[config.mk]
export PLATFORM = sky130hd
export DESIGN_NAME = dfi_init_seq
export DESIGN_NICKNAME = d
export VERILOG_FILES = /design/src/rtl/dfi_init_seq.sv
export SDC_FILE = /design/constraint.sdc
export NUM_CORES = 1
export LEC_CHECK = 0
export ABC_CLOCK_PERIOD_IN_PS = 7300
export CORE_ASPECT_RATIO = 0.9
export CORE_UTILIZATION = 45
export CTS_CLUSTER_SIZE = 30
export DETAILED_ROUTE_END_ITERATION = 8
export GPL_ROUTABILITY_DRIVEN = 0
export PLACE_DENSITY = 0.95
export SLEW_MARGIN = 20
export SYNTH_ARGS = -nofsm -noshare
export SYNTH_HDL_FRONTEND = slang
export SYNTH_SLANG_ARGS = --single-unit
[constraint.sdc]
create_clock -name clk_i -period 7.3 [get_ports clk_i]
set_clock_uncertainty 0.2 [all_clocks]
set_input_delay 1.46 -clock clk_i [delete_from_list [all_inputs] [get_ports clk_i]]
set_output_delay 1.46 -clock clk_i [all_outputs]
set_load 0.05 [all_outputs]
[src/rtl/dfi_init_seq.sv]
// dfi_init_seq: DFI power-up sequencer (reset hold, CKE wait, MRW list, ZQ calibration when DFI_INIT_ZQCAL_EN is defined)
module dfi_init_seq #(
    parameter int T_RESET_CYC = 200,
    parameter int T_CKE_CYC   = 500,
    parameter int T_MRD_CYC   = 10,
    parameter int T_ZQ_CYC    = 512,
    parameter int N_MRW       = 4
) (
    input  logic                 clk_i,
    input  logic                 rst_i,
    input  logic                 start_i,
    output logic                 busy_o,
    output logic                 done_o,
    input  logic [N_MRW*23-1:0]  mrw_table_i,
    output logic                 dfi_reset_n_o,
    output logic                 dfi_cke_o,
    output logic                 cmd_valid_o,
    input  logic                 cmd_ready_i,
    output logic [16:0]          cmd_address_o,
    output logic [5:0]           cmd_bank_o,
    output logic                 cmd_cs_n_o,
    output logic                 cmd_ras_n_o,
    output logic                 cmd_cas_n_o,
    output logic                 cmd_we_n_o
);
    localparam int T_MAX_A = T_RESET_CYC > T_CKE_CYC ? T_RESET_CYC : T_CKE_CYC;
    localparam int T_MAX_B = T_MAX_A > T_MRD_CYC ? T_MAX_A : T_MRD_CYC;
`ifdef DFI_INIT_ZQCAL_EN
    localparam int T_MAX = T_MAX_B > T_ZQ_CYC ? T_MAX_B : T_ZQ_CYC;
`else
    localparam int T_MAX = T_MAX_B;
`endif
    localparam int CW = $clog2(T_MAX + 1);
    localparam int IW = N_MRW > 1 ? $clog2(N_MRW) : 1;

    if (T_RESET_CYC < 1 || T_CKE_CYC < 1 || T_MRD_CYC < 1 || T_ZQ_CYC < 1 || N_MRW < 1) begin : g_param_err
        $error("dfi_init_seq: timing parameters and N_MRW must be >= 1");
    end

    typedef enum logic [2:0] {
        IDLE, RST_HOLD, CKE_WAIT, MRW_CMD, MRW_WAIT, ZQ_CMD, ZQ_WAIT, DONE
    } state_t;

    state_t          state_q, state_d;
    logic [CW-1:0]   cnt_q, cnt_d;
    logic [IW-1:0]   idx_q, idx_d;
    logic            busy_q, busy_d, done_q, done_d, rst_n_q, rst_n_d, cke_q, cke_d;
    logic            valid_q, valid_d, cs_n_q, cs_n_d, ras_n_q, ras_n_d, cas_n_q, cas_n_d, we_n_q, we_n_d;
    logic [16:0]     addr_q, addr_d;
    logic [5:0]      bank_q, bank_d;
    logic [22:0]     mrw_tab [N_MRW];

    for (genvar k = 0; k < N_MRW; k++) begin : g_tab
        assign mrw_tab[k] = mrw_table_i[23*k +: 23];
    end

    // Next state, wait/idx counters, and next values of every registered output
    always_comb begin
        state_d = state_q;
        cnt_d   = cnt_q;
        idx_d   = idx_q;
        case (state_q)
            IDLE: if (start_i) begin
                state_d = RST_HOLD;
                cnt_d   = CW'(T_RESET_CYC - 1);
            end
            RST_HOLD: if (cnt_q == '0) begin
                state_d = CKE_WAIT;
                cnt_d   = CW'(T_CKE_CYC - 1);
            end else cnt_d = cnt_q - CW'(1);
            CKE_WAIT: if (cnt_q == '0) begin
                state_d = MRW_CMD;
                idx_d   = '0;
            end else cnt_d = cnt_q - CW'(1);
            MRW_CMD: if (cmd_ready_i) begin
                state_d = MRW_WAIT;
                cnt_d   = CW'(T_MRD_CYC - 1);
            end
            MRW_WAIT: if (cnt_q != '0) cnt_d = cnt_q - CW'(1);
            else if (idx_q == IW'(N_MRW - 1)) begin
`ifdef DFI_INIT_ZQCAL_EN
                state_d = ZQ_CMD;
`else
                state_d = DONE;
`endif
            end else begin
                state_d = MRW_CMD;
                idx_d   = idx_q + IW'(1);
            end
`ifdef DFI_INIT_ZQCAL_EN
            ZQ_CMD: if (cmd_ready_i) begin
                state_d = ZQ_WAIT;
                cnt_d   = CW'(T_ZQ_CYC - 1);
            end
            ZQ_WAIT: if (cnt_q == '0) state_d = DONE;
            else cnt_d = cnt_q - CW'(1);
`endif
            DONE: if (!start_i) state_d = IDLE;
            default: state_d = IDLE;
        endcase
        busy_d  = state_d != IDLE && state_d != DONE;
        done_d  = state_d == DONE;
        rst_n_d = state_d == IDLE ? rst_n_q : state_d != RST_HOLD;
        cke_d   = state_d == IDLE ? cke_q : state_d != RST_HOLD && state_d != CKE_WAIT;
        valid_d = state_d == MRW_CMD || state_d == ZQ_CMD;
        cs_n_d  = !valid_d;
        ras_n_d = state_d != MRW_CMD;
        cas_n_d = state_d != MRW_CMD;
        we_n_d  = !valid_d;
        addr_d  = (state_d == MRW_CMD && state_q != MRW_CMD) ? mrw_tab[idx_d][16:0] :
                  state_d == ZQ_CMD ? 17'h00400 : addr_q;
        bank_d  = (state_d == MRW_CMD && state_q != MRW_CMD) ? mrw_tab[idx_d][22:17] :
                  state_d == ZQ_CMD ? 6'd0 : bank_q;
    end

    // State, counters and registered outputs with synchronous reset
    always_ff @(posedge clk_i) begin
        if (rst_i) begin
            state_q <= IDLE;
            cnt_q   <= '0;
            idx_q   <= '0;
            busy_q  <= 1'b0;
            done_q  <= 1'b0;
            rst_n_q <= 1'b0;
            cke_q   <= 1'b0;
            valid_q <= 1'b0;
            cs_n_q  <= 1'b1;
            ras_n_q <= 1'b1;
            cas_n_q <= 1'b1;
            we_n_q  <= 1'b1;
            addr_q  <= '0;
            bank_q  <= '0;
        end else begin
            state_q <= state_d;
            cnt_q   <= cnt_d;
            idx_q   <= idx_d;
            busy_q  <= busy_d;
            done_q  <= done_d;
            rst_n_q <= rst_n_d;
            cke_q   <= cke_d;
            valid_q <= valid_d;
            cs_n_q  <= cs_n_d;
            ras_n_q <= ras_n_d;
            cas_n_q <= cas_n_d;
            we_n_q  <= we_n_d;
            addr_q  <= addr_d;
            bank_q  <= bank_d;
        end
    end

    assign busy_o        = busy_q;
    assign done_o        = done_q;
    assign dfi_reset_n_o = rst_n_q;
    assign dfi_cke_o     = cke_q;
    assign cmd_valid_o   = valid_q;
    assign cmd_cs_n_o    = cs_n_q;
    assign cmd_ras_n_o   = ras_n_q;
    assign cmd_cas_n_o   = cas_n_q;
    assign cmd_we_n_o    = we_n_q;
    assign cmd_address_o = addr_q;
    assign cmd_bank_o    = bank_q;
endmodule

Fig. 1: power grid
The bar under the picture is 20 um long. Pins as bars on the die edge.
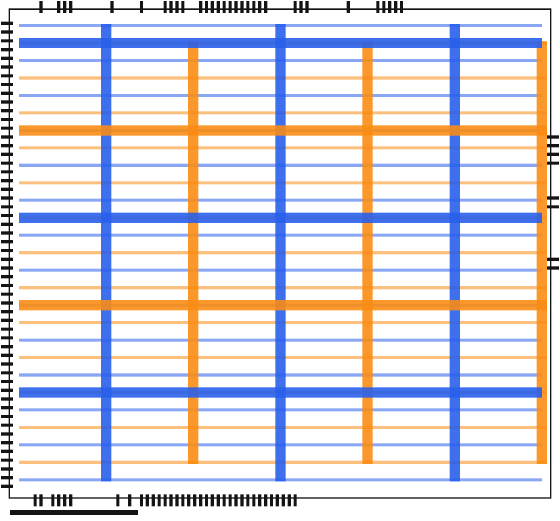
Blue shows VSS. Orange shows VDD.
27 met1 rails follow the rows. 5 straps on met5. The core has 26 rows.
Horiz. Die Dim: 84.07 um
DIE HEIGHT: 75.86 um
Core ar.: 5758 um2
Max IR drop VDD: 0.00009177 V

Fig. 2: cell classes on the final placement
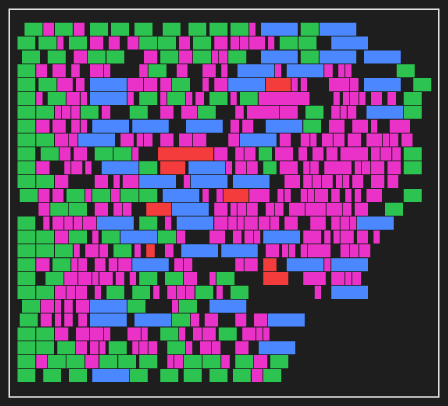
Blue shows sequential cells, cells 44, share of their area 22%. Magenta shows combinational and other logic, cells 290, share of their area 43%. Green shows remaining buffers and delay cells, cells 129, share of their area 32%. Red shows clock drivers and dummy loads, cells 8, share of their area 2.8%.
fraction of area in registers: 21.56%
design area: 4086 um2
standard-cell rows: 26

==> Changelog: implementation <==
## Implementation

- Status: complete, but fails checks
- Failing checks: design-rule violations
- DR iter-0 viols: ~200
- Fin Hold WS: ~0.26 ns
- Setup violations, final: 0
- Unrepaired setup endpoints after global routing: false
- Area leader, netlist: dfxtp_1
- Final Total Pwr: roughly 0.00067 W
- Cell Area, Synth: roughly 2700 um2
- CTS tree: built
- Clock Tree Buf Depth: 2
- Buf+Inv Stages, Crit Path: 1
- First-pass GRT wire length: between 10,000 and 15,000 um
- Comb pwr share: 31.9%
- Die area: between 6000 and 7000 um2
- Met3 wire length: ~600 um
- Synth warn: 0
- Yosys cell count: 364
- HPWL Detailed: between 5000 and 6000 um
- Ys flops: approximately 44
- Yosys chip area: 2728 um2
- Top Consumer: registers
- Final period utilization: between 40 and 50%
- Worst slew margin: 44.95%
- Comb_multi_in: between 200 and 300
- Sw Pwr: roughly 0.00021 W
- Logic share of the area: between 30% and 40%
- Post-CTS Setup Repair Bufs: 0
- Well Taps: 70
- Clk pin slew, worst setup/hold paths: 0.08 ns
- Fin crit period: between 3 and 4 ns
- Worst path slowest cell: clkdlybuf4s50_1
- Mapped Nets: approximately 460
- Synth Area in XOR/XNOR: less than 1%
- FP Core Util: about 47%
- CP Launch Type: primary input
- Non-clock buffer share: 31.48%
- Max-slew violation count: 0
- Residual DRC count: 2
- Multi-input logic area: between 1500 and 2000 um2
- Final worst setup slack: 3.725 ns
- Placed Area: slightly below 4000 um2
- Most frequent cell after synthesis: dfxtp_1
- Largest class: logic gates
- Max cap viols: 0
- Tool warnings: 27
- Seq/Total Area, Yosys: between 30% and 40%
- Final Hold Fails: 0
- Clk. pwr: about 0.00018 W
- Most frequent logic cell in the layout: clkdlybuf4s50_1
- Mapped Avg Cell Area: between 7 and 8 um2
- Synth logic family: AND-OR/OR-AND gates
- Final wirelength: 7657 um
- Mux area share: 0.8257%
- Max reg flops: 17
- Yosys aoi share: ~34%
- Via-per-instance ratio: approximately 5.5
- Cells after Synth: between 300 and 400
- Worst path top cell family by delay: simple AND/OR/NAND/NOR gates
- # diodes: 0
- Clock root buffer master: clkbuf_8
- Pin count of the biggest net entering global routing: between 90 and 100
- Final Non-Filler Cells: roughly 540
- Initial antenna violation count: 0
- Synth area leaders: dfxtp_1 (32%), a211oi_1 (7.2%), a21oi_1 (6.6%)
- Ratio of cells with drive above 1 in the final layout: under 10%
- Most numerous logic cells after layout: clkdlybuf4s50_1 (127), dfxtp_1 (44), a21oi_1 (36), nand2_1 (35), inv_1 (33)
- Dominant synthesized flop cell: dfxtp_1
- Clock-cell share: under 10%
- Met3 usage: about 6.4%
- Required @ worst endpoint: roughly 7.3 ns
- CTS H-tree depth: 2
- Inst Count DP: approximately 530
- Setup TNS: 0 ns
- PostCTS Resize Cnt: 0
- Met2 WL: between 3000 and 4000 um
- Hold path cells: 2
- CP Class: in2reg
- Hold Path End: cmd_address_o[14]$_SDFFE_PP0P_
- TritonCTS Buffers: 5
- Top Ports: between 100 and 150
- Sequential Power: about 0.00028 W
- P_int: 0.0004632 W
Fig. 3: clock distribution
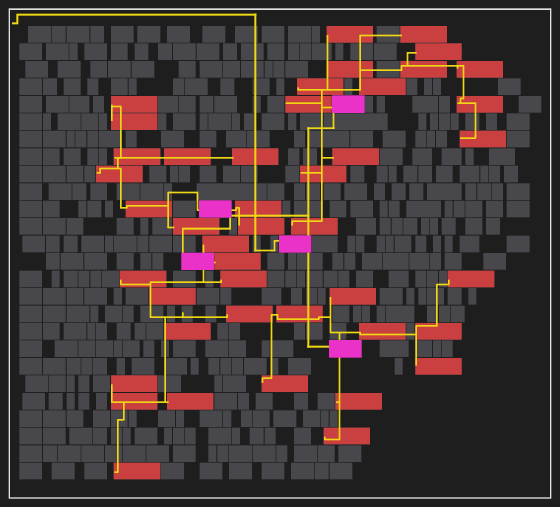
Red shows flip-flops, count 44. Magenta shows clock drivers, count 5. Yellow shows clock wires, length 507 um.
There are 6 routed clock nets.
Clock Power Share: 27.3%
Clk Latency, worst-skew pair: 0.30 ns

Fig. 4: metal layers overlaid
The bar under the picture is 20 um long.
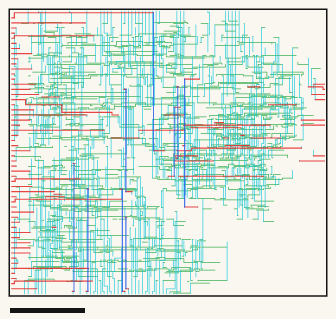
Cyan shows metal 2, wire length 3,730 um. Red shows metal 3, wire length 611 um. Green shows metal 1, wire length 3,080 um. Blue shows metal 4, wire length 243 um.
routed vias: 2,955
drt wl/cell: 14.15 um
GRT Overall Usage: 23.75%

-- worst max path at each step --
| stage | start | to | slack [ns] | cells after the start |
|---|---|---|---|---|
| after floorplan | start_i | cmd_address_o[0]$_SDFFE_PP0P_ | 4.22 | 8 |
| after global placement | start_i | cnt_q[6]$_SDFFE_PP0P_ | 3.33 | 6 |
| after detailed placement | start_i | cnt_q[6]$_SDFFE_PP0P_ | 3.24 | 6 |
| after CTS | start_i | cnt_q[6]$_SDFFE_PP0P_ | 3.36 | 6 |
| after global routing | start_i | cmd_address_o[12]$_SDFFE_PP0P_ | 3.57 | 7 |
| final | start_i | cmd_address_o[12]$_SDFFE_PP0P_ | 3.73 | 7 |
Power and IR drop assume default switching activity.
